$ cat src/rtl/kogge_stone_adder_pipe_pkg.sv
// Shared helpers for the pipelined Kogge-Stone adder: width math, legality
// check and the bit layout of the record carried from stage to stage.
package ks_pkg;

  function automatic int clog2(input int value);
    int r;
    int v;
    r = 0;
    v = value - 1;
    while (v > 0) begin
      r++;
      v = v >> 1;
    end
    return r;
  endfunction

  function automatic bit width_ok(input int width);
    return (width >= 8) && (width <= 64) && ((width & (width - 1)) == 0);
  endfunction

  // Stage record, LSB first: G[w], A[w], P[w], c0, sign(a), sign(b').
  function automatic int rec_width(input int width);
    return 3 * width + 3;
  endfunction

  function automatic int rec_a_lsb(input int width);
    return width;
  endfunction

  function automatic int rec_p_lsb(input int width);
    return 2 * width;
  endfunction

  function automatic int rec_c0_bit(input int width);
    return 3 * width;
  endfunction

  function automatic int rec_sa_bit(input int width);
    return 3 * width + 1;
  endfunction

  function automatic int rec_sb_bit(input int width);
    return 3 * width + 2;
  endfunction

endpackage

$ cat src/rtl/kogge_stone_adder_pipe_cell.sv
// One prefix-tree node. Grey nodes already span down to the carry-in, so
// only their generate is meaningful; black nodes also produce alive.
module ks_prefix_cell #(
  parameter bit GREY = 1'b0
) (
  input  logic g_hi,
  input  logic a_hi,
  input  logic g_lo,
  input  logic a_lo,
  output logic g_out,
  output logic a_out
);

  assign g_out = g_hi | (a_hi & g_lo);

  if (GREY) begin : g_grey
    logic unused_a_lo;
    assign a_out       = 1'b0;
    assign unused_a_lo = a_lo;
  end else begin : g_black
    assign a_out = a_hi & a_lo;
  end

endmodule

$ cat src/rtl/kogge_stone_adder_pipe.sv
// Pipelined Kogge-Stone adder/subtractor: preprocess, one prefix level per
// stage, then a registered sum stage, all under a single global enable.
module kogge_stone_adder_pipe
  import ks_pkg::*;
#(
  parameter int WIDTH = 32
) (
  input  logic             clk,
  input  logic             rst_n,
  input  logic             in_valid,
  output logic             in_ready,
  input  logic [WIDTH-1:0] in_a,
  input  logic [WIDTH-1:0] in_b,
  input  logic             in_cin,
  input  logic             in_sub,
  output logic             out_valid,
  input  logic             out_ready,
  output logic [WIDTH-1:0] out_sum,
  output logic             out_cout,
  output logic             out_ovf,
  output logic             out_zero
);

  localparam int L   = clog2(WIDTH);
  localparam int RW  = rec_width(WIDTH);
  localparam int AO  = rec_a_lsb(WIDTH);
  localparam int PO  = rec_p_lsb(WIDTH);
  localparam int CO  = rec_c0_bit(WIDTH);
  localparam int SAO = rec_sa_bit(WIDTH);
  localparam int SBO = rec_sb_bit(WIDTH);

  if (!width_ok(WIDTH)) begin : g_width_check
    $error("kogge_stone_adder_pipe: WIDTH must be a power of two in 8..64");
  end

  logic          en;
  logic [RW-1:0] rec_d [0:L];
  logic [RW-1:0] rec_q [0:L];
  logic [L:0]    vld_d;
  logic [L:0]    vld_q;

  assign en       = !out_valid || out_ready;
  assign in_ready = en;

  logic [WIDTH-1:0] b_x, g_raw, g_pre, a_pre, p_pre;
  logic             c0;

  assign b_x   = in_b ^ {WIDTH{in_sub}};
  assign c0    = in_sub | in_cin;
  assign g_raw = in_a & b_x;
  assign a_pre = in_a | b_x;
  assign p_pre = in_a ^ b_x;
  // Carry-in is absorbed into bit 0 so the L-level tree reaches every bit.
  assign g_pre = {g_raw[WIDTH-1:1], g_raw[0] | (a_pre[0] & c0)};
  assign rec_d[0] = {b_x[WIDTH-1], in_a[WIDTH-1], c0, p_pre, a_pre, g_pre};

  assign vld_d = {vld_q[L-1:0], in_valid};

  always_ff @(posedge clk or negedge rst_n) begin
    if (!rst_n) begin
      vld_q <= '0;
    end else if (en) begin
      vld_q <= vld_d;
    end
  end

  always_ff @(posedge clk) begin
    if (en) begin
      for (int s = 0; s <= L; s++) begin
        rec_q[s] <= rec_d[s];
      end
    end
  end

  for (genvar k = 1; k <= L; k++) begin : g_level
    localparam int D = 1 << (k - 1);
    logic [WIDTH-1:0] g_p, a_p, g_n, a_n;

    assign g_p = rec_q[k-1][0 +: WIDTH];
    assign a_p = rec_q[k-1][AO +: WIDTH];

    for (genvar i = 0; i < WIDTH; i++) begin : g_bit
      if (i < D) begin : g_pass
        assign g_n[i] = g_p[i];
        assign a_n[i] = a_p[i];
      end else begin : g_node
        ks_prefix_cell #(
          .GREY (i < 2 * D)
        ) u_cell (
          .g_hi  (g_p[i]),
          .a_hi  (a_p[i]),
          .g_lo  (g_p[i-D]),
          .a_lo  (a_p[i-D]),
          .g_out (g_n[i]),
          .a_out (a_n[i])
        );
      end
    end

    assign rec_d[k] = {rec_q[k-1][RW-1:PO], a_n, g_n};
  end

  logic [WIDTH-1:0] g_f, p_f, sum_d;
  logic             c0_f, sa_f, sb_f;
  logic             unused_alive;

  assign g_f          = rec_q[L][0 +: WIDTH];
  assign p_f          = rec_q[L][PO +: WIDTH];
  assign c0_f         = rec_q[L][CO];
  assign sa_f         = rec_q[L][SAO];
  assign sb_f         = rec_q[L][SBO];
  assign unused_alive = ^rec_q[L][AO +: WIDTH];
  assign sum_d        = p_f ^ {g_f[WIDTH-2:0], c0_f};

  always_ff @(posedge clk or negedge rst_n) begin
    if (!rst_n) begin
      out_valid <= 1'b0;
      out_sum   <= '0;
      out_cout  <= 1'b0;
      out_ovf   <= 1'b0;
      out_zero  <= 1'b0;
    end else if (en) begin
      out_valid <= vld_q[L];
      out_sum   <= sum_d;
      out_cout  <= g_f[WIDTH-1];
      out_ovf   <= (sa_f == sb_f) && (sum_d[WIDTH-1] != sa_f);
      out_zero  <= ~|sum_d;
    end
  end

endmodule

$ cat config.mk
export PLATFORM = sky130hd
export DESIGN_NAME = kogge_stone_adder_pipe
export DESIGN_NICKNAME = d
export VERILOG_FILES = /design/src/rtl/kogge_stone_adder_pipe_pkg.sv /design/src/rtl/kogge_stone_adder_pipe_cell.sv /design/src/rtl/kogge_stone_adder_pipe.sv
export SDC_FILE = /design/constraint.sdc
export NUM_CORES = 1
export LEC_CHECK = 0
export CORE_UTILIZATION = 40
export CTS_CLUSTER_DIAMETER = 60
export DETAILED_ROUTE_END_ITERATION = 10
export MAX_ROUTING_LAYER = met4
export SYNTH_ARGS = -nofsm -noshare
export SYNTH_HDL_FRONTEND = slang
export SYNTH_SLANG_ARGS = --single-unit
$ cat constraint.sdc
create_clock -name clk -period 27.3 [get_ports clk]
set_input_delay 5.46 -clock clk [delete_from_list [all_inputs] [get_ports clk]]
set_output_delay 5.46 -clock clk [all_outputs]
set_load 0.005 [all_outputs]
==> flow_summary.yaml, run 1 <==
# implementation run metrics
status:
  status: "finished clean"
global_route:
  antenna_found_initial: 1
  grt_pass1_vias: 9187
power:
  total_leakage_power_nw: 9.31
  power.density_mw_per_mm2: 106
  irDropWorstVdd_v: 0.0000502
  pwr-share-clk_pct: 27.3
  swShare_pct: 24.7
  p_int_mw: 1.95
synthesis:
  top_area_cell: "edfxtp_1"
  ys.warnings.count: 0
  avgSynthCellArea_um2: 18.5
  ys_ff: 573
  synth.distinct_cells: 25
  fp_nets: 1261
  ys_seq_share_pct: 81.4
  synthCells: 1127
  ys_area_mm2: 0.0209
critical_path:
  crit_chain: "clkdlybuf4s50_1 -> nand2b_4 -> clkdlybuf4s50_1"
  rr_worst_depth: 4
  path_class: "in2out"
  path_buffers: 2
  crit_top_cell: "clkdlybuf4s50_1"
  arrival_ns: 7.29
floorplanning:
  num_rows: 83
sta:
  finalHoldViolCount: 0
  relSlewSlack_pct: 27.8
  rsz0062_at_grt: "no"
clock_tree:
  post_cts.repair.setup_buffers: 0
  post_cts_resize_count: 0
  cts_tree: "done"
  clkTransAtPathRegs_ns: 0.06
  cts_buffers: 56
  cts_root_buf: "clkbuf_16"
finish:
  fill_cells: 4369
  final_util_pct: 47.6
  nets: 1417
routing:
  avgViaCountPerCell: 4.46
  dr.pass1.iters: 5
place:
  dpl_cell_area_mm2: 0.0228
min_path:
  hold_depth: 0
  min_to: "rec_q[5][77]"
run:
  warnings: 62
[run 1: cells by family after synthesis]
logic type,after synthesis,share of synthesized area [%]
DFF,573,81.4
AOI/OAI and AO/OA,163,5.51
and+or+nand+nor,146,3.96
buffers and inverters,109,2.06
xor gates and xnor gates,64,2.83
adders and majority gates,64,3.83
muxes,8,0.431
[run 1: registers in the layout, summed over array words and instances, names as in the netlist]
signal and cells:
out_ovf 1, vld_q 6, out_sum 32, rec_q 531, out_cout 1, out_zero 1
out_valid 1
[run 1: synthesized netlist by cell type]
cell      count
o21a_1        1
a21o_1      130
and2_1       98
xnor2_1      57
nand4_1       7
a31oi_1       1
mux2_2        8
edfxtp_1    531
nor2_1       32
ha_1         64
nand3_1       1
dfrtp_1      42
or2_2         1
inv_1        97
xnor2_2       4
buf_4         3
a21oi_1      30
buf_1         1
nand2_1       2
xor2_1        3
a32o_1        1
or3_1         1
buf_2         8
nor4_1        2
nand2b_1      2
[run 1: metrics by stage]
stage	std cells	hold WS, ns
floorplan	1127	0.400
global placement	1905	0.401
detailed placement	1905	0.405
CTS	2002	0.413
global route	2002	0.419
finish	2002	0.412
[run 1: power by group through the flow]
| stage | registers [mW] | clock network (mW) | logic (mW) |
|---|---|---|---|
| 2_1_floorplan | 1.52 | 0 | 0.225 |
| 3_3_place_gp | 1.54 | 0 | 0.360 |
| 3_5_place_dp | 1.55 | 0 | 0.365 |
| 4_1_cts | 1.53 | 0.729 | 0.368 |
| 5_1_grt | 1.56 | 0.761 | 0.400 |
| 6_report | 1.53 | 0.707 | 0.359 |
[run 1: metal layers]
metal / share of wire, % / track usage (%)
met5: 0 / -
met4: 2.2 / 4.30
met3: 4.4 / 2.25
met2: 47 / 20.0
met1: 46 / 16.3
[run 1: how the worst max path moves through the flow]
stage	slack [ns]	to	depth (start not counted)
finish	14.55	in_ready	3
global route	14.45	in_ready	3
CTS	14.50	in_ready	3
detailed placement	14.50	in_ready	3
global placement	14.47	in_ready	3
floorplan	9.85	in_ready	3
[run 1: worst register-to-register path, delay by kind of cell (launching register included)]
family / cells / cell delay, ns
buffers and inverters: 3 / 2.67
AND/OR/NAND/NOR: 1 / 0.62
flip-flops: 1 / 0.41
[run 1: cell type report]
| type | count | area (um2) | share of cell area (%) |
|---|---|---|---|
| Clock buffer | 67 | 1460 | 5.98 |
| Timing Repair Buffer | 110 | 1110 | 4.52 |
| Clock inverter | 30 | 225 | 0.920 |
| Tap cell | 680 | 851 | 3.48 |
| Inverter | 97 | 364 | 1.49 |
| Sequential cell | 573 | 17000 | 69.5 |
| Multi-Input combinational cell | 445 | 3470 | 14.2 |
Run 1, signal wires on met4:
Cells faint in the background.
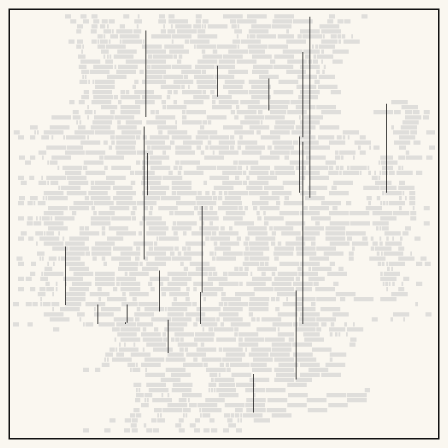
nets with wire on the layer = 6
longest straight run = 97.9 um
detailed-route via count: 8936
Total Wirelength: 32000 um

Run 1, signal wires by layer:
Two of the layers only.
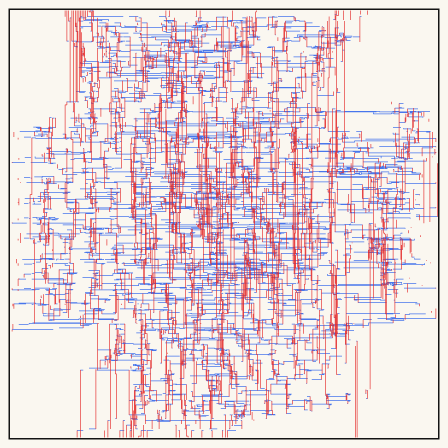
met2 -> red  # wire length 15200 um
met1 -> blue  # wire length 14700 um
GRT Total Usage: 12.6%
drt wl/cell: 16.0 um

Run 1, power grid:
Scale bar: 50 um. Pins as bars on the die edge. Tap cells in grey.
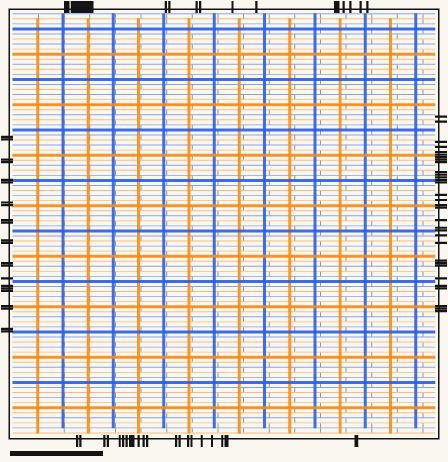
VDD -> blue
VSS -> orange
met5 straps = 16
met1 rails = 84
die boundary height: 231 um
Core Area: 0.0514 mm2
Die W: 231 um

Run 1, layout detail:
Window x 160 to 185, y 45 to 70 um. Cells in grey, sequential cells in the stronger grey; small squares are vias.
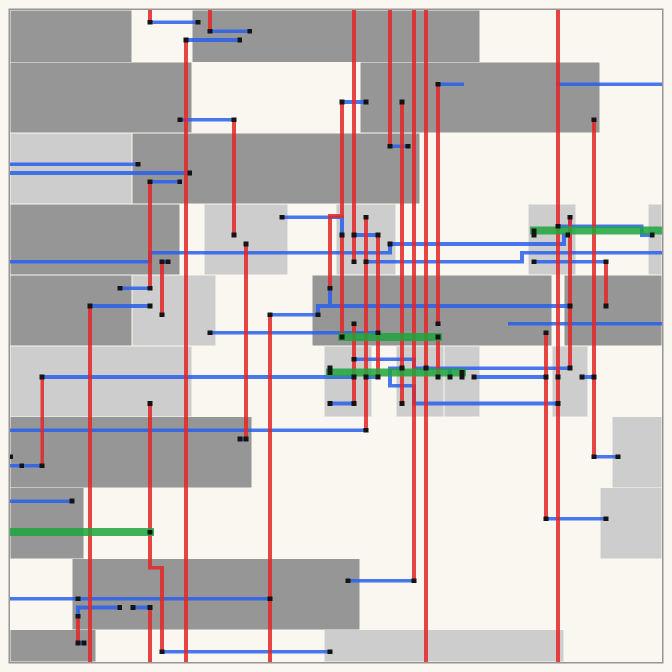
met2 -> red
met3 -> green
met1 -> blue
netlist names of flops here include = `rec_q` (6), `out_sum` (2)
most frequent = edfxtp_1 (6), a21oi_1 (3)
sequential cells in the window = 8
cells with their middle in the window = 20

Run 1, routing congestion:
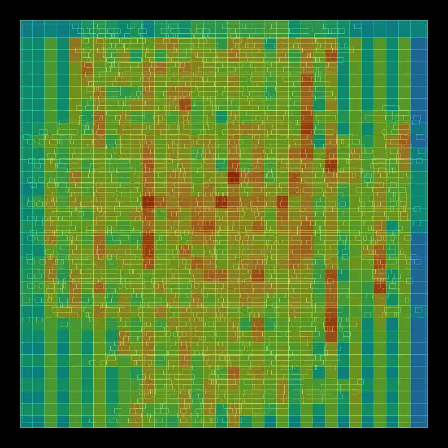

==> inputs of run 2 (changes only) <==
==> constraint.sdc (replaced) <==
create_clock -name clk -period 10.2 [get_ports clk]
set_input_delay 2.04 -clock clk [delete_from_list [all_inputs] [get_ports clk]]
set_output_delay 2.04 -clock clk [all_outputs]
set_load 0.005 [all_outputs]
Run 2, routing congestion:
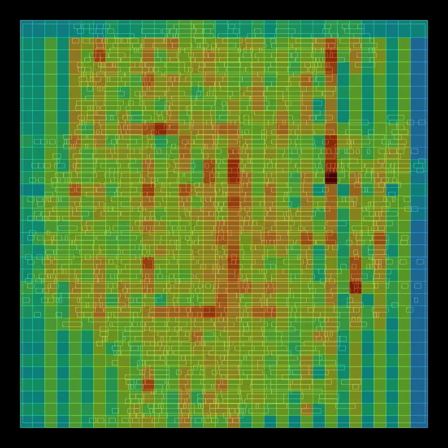
drt wl/cell: 16.1 um
GR Util met2: 19.9%
GR met1 Demand/Resource: 16.4%
most used routing layer: met2

==> run 2 against run 1 <==
Combinational power grew to 2.7 times the previous value. Non-clock buffer count grew 1. Setup slack lost 10 ns. First-iteration DRC count shrank 13%. Design area grew 0.32%. Clock skew grew 0.0062 ns. Register-to-register slack lost 16 ns.
==> flow_summary.yaml, run 2 <==
# implementation run metrics
status:
  status: "finished clean"
synthesis:
  adder_share_pct: 3.83
  avgSynthCellArea_um2: 18.5
  mux_share_pct: 0.431
  synthArstFlopShare_pct: 7.33
  ys.warnings.count: 0
  top_cell: "edfxtp_1"
  simple_gate_area_share_pct: 3.96
  xor_area_share_pct: 2.83
  ys_sh_aoi_pct: 5.51
  ff_type: "edfxtp_1"
  ys_seq_share_pct: 81.4
  ys_area_mm2: 0.0209
  synthTopLogicFamily: "AND-OR/OR-AND gates"
  top_area_cell: "edfxtp_1"
  synth.distinct_cells: 25
  synth.top_cells.by_count: "531 x edfxtp_1, 130 x a21o_1, 98 x and2_1"
critical_path:
  path_class: "in2out"
sta:
  rsz0062_at_grt: "no"
  relSlewSlack_pct: 22.4
  finalHoldViolCount: 0
clock_tree:
  clkTransAtPathRegs_ns: 0.06
  cts_buffers: 56
  cts_root_buf: "clkbuf_16"
  post_cts_resize_count: 0
  cts_tree: "done"
routing:
  avgViaCountPerCell: 4.49
  drt-total-wl_um: 32400
  dr.pass1.iters: 6
place:
  dpl_cell_area_mm2: 0.0228
floorplanning:
  core_area_mm2: 0.0514
  num_rows: 83
  die_h_um: 231
finish:
  largest_register: "rec_q"
  fill_cells: 4284
  nets: 1418
  final_util_pct: 47.8
global_route:
  grt_pass1_vias: 9236
  grt_usage_pct: 12.7
  antenna_found_initial: 0
power:
  total_leakage_power_nw: 9.35
Run 2, power grid:
Scale bar: 50 um. Pins as bars on the die edge. Tap cells in grey.
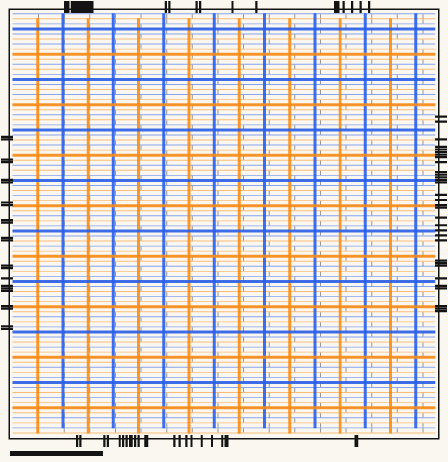
maximum vdd drop: 0.000162 V

==> run 2: cell types whose count changed in the layout (fill, tap and decap cells not counted), sizes merged <==
cell | before | now
clkinvlp | 2 | 0
buf | 6 | 7
bufinv | 3 | 4
clkinv | 25 | 24
clkbuf | 67 | 69
inv | 97 | 103
==> run 2: metal layers <==
layer | track usage [%] | vias up | share of wire [%] | wire length, um
li1 | - | 4433 | - | -
met1 | 16.4 | 4381 | 46 | 14800
met4 | 4.53 | 0 | 2.6 | 829
met5 | - | - | 0 | 0
met3 | 2.89 | 62 | 4.1 | 1320
met2 | 19.9 | 150 | 48 | 15400
==> run 2: path summary, 6_finish.rpt <==
| path | slack (ns) | cells after the start | endpoint |
|---|---|---|---|
| min in group asynchronous | 1.61 | 1 | out_sum[9] |
| worst min-delay path | 0.41 | 0 | rec_q[4][85] |
| worst max register to register | 7.05 | 3 | rec_q[0][52] |
| worst min register to register | 0.41 | 0 | rec_q[4][85] |
| max in group asynchronous | 7.98 | 1 | out_ovf |
| worst max-delay path | 4.32 | 3 | in_ready |
==> run 2: layout make-up <==
type                       instances  area [um2]  share of cell area (%)
inverter                          97         364                    1.48
tap                              680         851                    3.47
multi-input combinational        445        3470                    14.1
timing repair buffer             111        1110                    4.54
sequential                       573       17000                    69.2
clock buffer                      69        1470                    5.99
clock inverter                    34         289                    1.18
==> run 2: power breakdown <==
part	internal, mW	leakage [nW]	switching [mW]
sequential	3.68	5.76	0.409
clock	1.13	0.860	0.834
combinational	0.454	2.73	0.506
==> run 2: through the flow <==
stage / total power [mW] / instances / setup WS, ns / hold slack, ns
after global placement: 5.10 / 1906 / 4.32 / 0.401
after CTS: 7.12 / 2009 / 4.30 / 0.412
after floorplan: 4.61 / 1127 / 2.30 / 0.400
after detailed placement: 5.14 / 1906 / 4.30 / 0.405
after global routing: 7.36 / 2009 / 4.22 / 0.420
final: 7.01 / 2009 / 4.32 / 0.414
==> run 2: worst max-delay path: stages <==
cell and delay (ns):
clkdlybuf4s50_1 0.46, nand2b_4 0.64, clkdlybuf4s50_1 0.64
==> run 2: cells by family after synthesis <==
family | count (synthesis)
buffers and inverters | 109
xor gates and xnor gates | 64
AOI/OAI and AO/OA | 163
muxes | 8
adders and majority gates | 64
and+or+nand+nor | 146
DFF | 573
==> inputs of run 3 (changes only) <==
==> constraint.sdc (replaced) <==
create_clock -name clk -period 6.13 [get_ports clk]
set_input_delay 1.226 -clock clk [delete_from_list [all_inputs] [get_ports clk]]
set_output_delay 1.226 -clock clk [all_outputs]
set_load 0.005 [all_outputs]
Run 3, routing congestion:
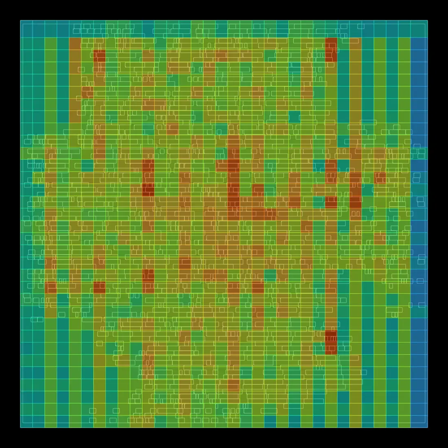
Layout Utilization: 47.8%
met3 usage: 2.37%
GR Util met2: 20.1%

==> run 3 against run 2 <==
Final cell count about the same. Sequential power grew 66%. Die area unchanged. Via count decreased by 0.21%. Combinational power increased by 68%. Critical path depth is the same. Design area hardly changed. First-iteration DRC count rose by 9.7%. Hold slack worse by 0.0018 ns. Clock power rose by 67%. Critical endpoint unchanged. Register-to-register slack got worse by 3.2 ns.
==> flow_summary.yaml, run 3 <==
# implementation run metrics
status:
  status: "finished clean"
global_route:
  grt_pass1_vias: 9124
  antenna_found_initial: 1
critical_path:
  crit_top_cell: "clkdlybuf4s50_1"
  path_buffers: 2
  slowest_delay_ns: 0.69
  crit_chain: "clkdlybuf4s50_1 -> nand2b_4 -> clkdlybuf4s50_1"
  path_class: "in2out"
  cp_top_family: "buffers and inverters"
synthesis:
  synth.top_cells.by_count: "531 x edfxtp_1, 130 x a21o_1, 98 x and2_1"
  top_area_cell: "edfxtp_1"
  ys_seq_share_pct: 81.4
  avgSynthCellArea_um2: 18.5
  top_cell: "edfxtp_1"
  synth.distinct_cells: 25
  ys_area_mm2: 0.0209
finish:
  logic_area_mm2: 0.00347
  seq_area_mm2: 0.0170
clock_tree:
  clkTransAtPathRegs_ns: 0.06
  post_cts_resize_count: 0
  cts_root_buf: "clkbuf_16"
  cts_tree: "done"
  cts_buffers: 56
power:
  total_leakage_power_nw: 9.34
  irDropWorstVdd_v: 0.000212
  power_mw: 11.7
sta:
  rsz0062_at_grt: "no"
  finalHoldViolCount: 0
floorplanning:
  num_rows: 83
  die_h_um: 231
  core_area_mm2: 0.0514
routing:
  dr.pass1.iters: 5
Run 3, signal wires by layer:
Two of the layers only.
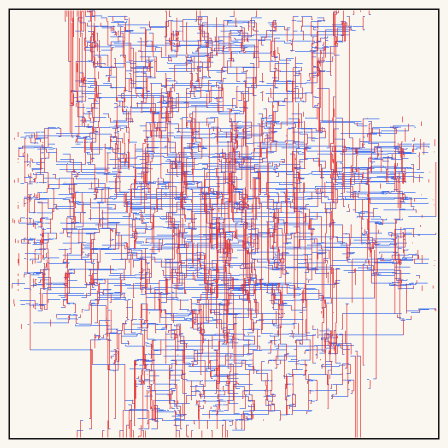
met1 -> blue  # wire length 14900 um
met2 -> red  # wire length 15400 um
Total Wirelength: 32500 um
GRT Total Usage: 12.8%

[run 3: cell count changes in the layout (fill, tap and decap cells not counted), sizes merged]
cell      before  now
buf            7    6
bufinv         4    5
clkinv        24   21
clkinvlp       0    4
inv          103   98
clkbuf        69   72
[run 3: final cells by class]
| class | instances | area share [%] |
|---|---|---|
| Sequential cell | 573 | 69.2 |
| Multi-Input combinational cell | 445 | 14.1 |
| Clock buffer | 72 | 6.04 |
| Timing Repair Buffer | 110 | 4.55 |
| Tap cell | 680 | 3.46 |
| Inverter | 97 | 1.48 |
| Clock inverter | 31 | 1.14 |
[run 3: cell families (layout without fill, tap and decap cells)]
group                    count (synthesis)  in the layout  synth area share [%]
adder cells (fa/ha/maj)                 64             64                  3.83
buffers and inverters                  109            310                  2.06
XOR/XNOR                                64             64                  2.83
multiplexers                             8              8                 0.431
flip-flops                             573            573                  81.4
AND/OR/NAND/NOR                        146            146                  3.96
AND-OR/OR-AND                          163            163                  5.51
[run 3: power breakdown]
part           internal [mW]  switching [mW]  total [mW]
sequential              6.11           0.675        6.79
combinational          0.759           0.851        1.61
clock                   1.91            1.37        3.28
[run 3: final timing paths]
kind / start / endpoint / slack [ns] / depth (start not counted)
worst min register to register: rec_q[4][94] / rec_q[5][94] / 0.41 / 0
worst max register to register: out_valid / out_sum[8] / 3.83 / 3
worst max-delay path: out_ready / in_ready / 1.86 / 3
worst min-delay path: rec_q[4][94] / rec_q[5][94] / 0.41 / 0
max in group asynchronous: rst_n / out_sum[24] / 4.72 / 1
min in group asynchronous: rst_n / out_sum[4] / 0.80 / 1
[run 3: through the flow]
stage	cells	utilization, %	setup WS (ns)	hold WS (ns)	area, um2
floorplan	1127	-	0.847	0.400	20900
global placement	1905	44.3	1.83	0.401	22800
detailed placement	1905	44.3	1.83	0.405	22800
CTS	2008	47.8	1.81	0.414	24600
global route	2008	47.8	1.76	0.420	24600
finish	2008	47.8	1.86	0.412	24600
[run 3: metal layers]
metal	global-route usage [%]	up-vias	wire (um)
met4	4.37	0	714
met3	2.37	55	1500
met1	16.9	4360	14900
met2	20.1	177	15400
li1	-	4415	-
met5	-	-	0
Power and IR drop assume default switching activity.
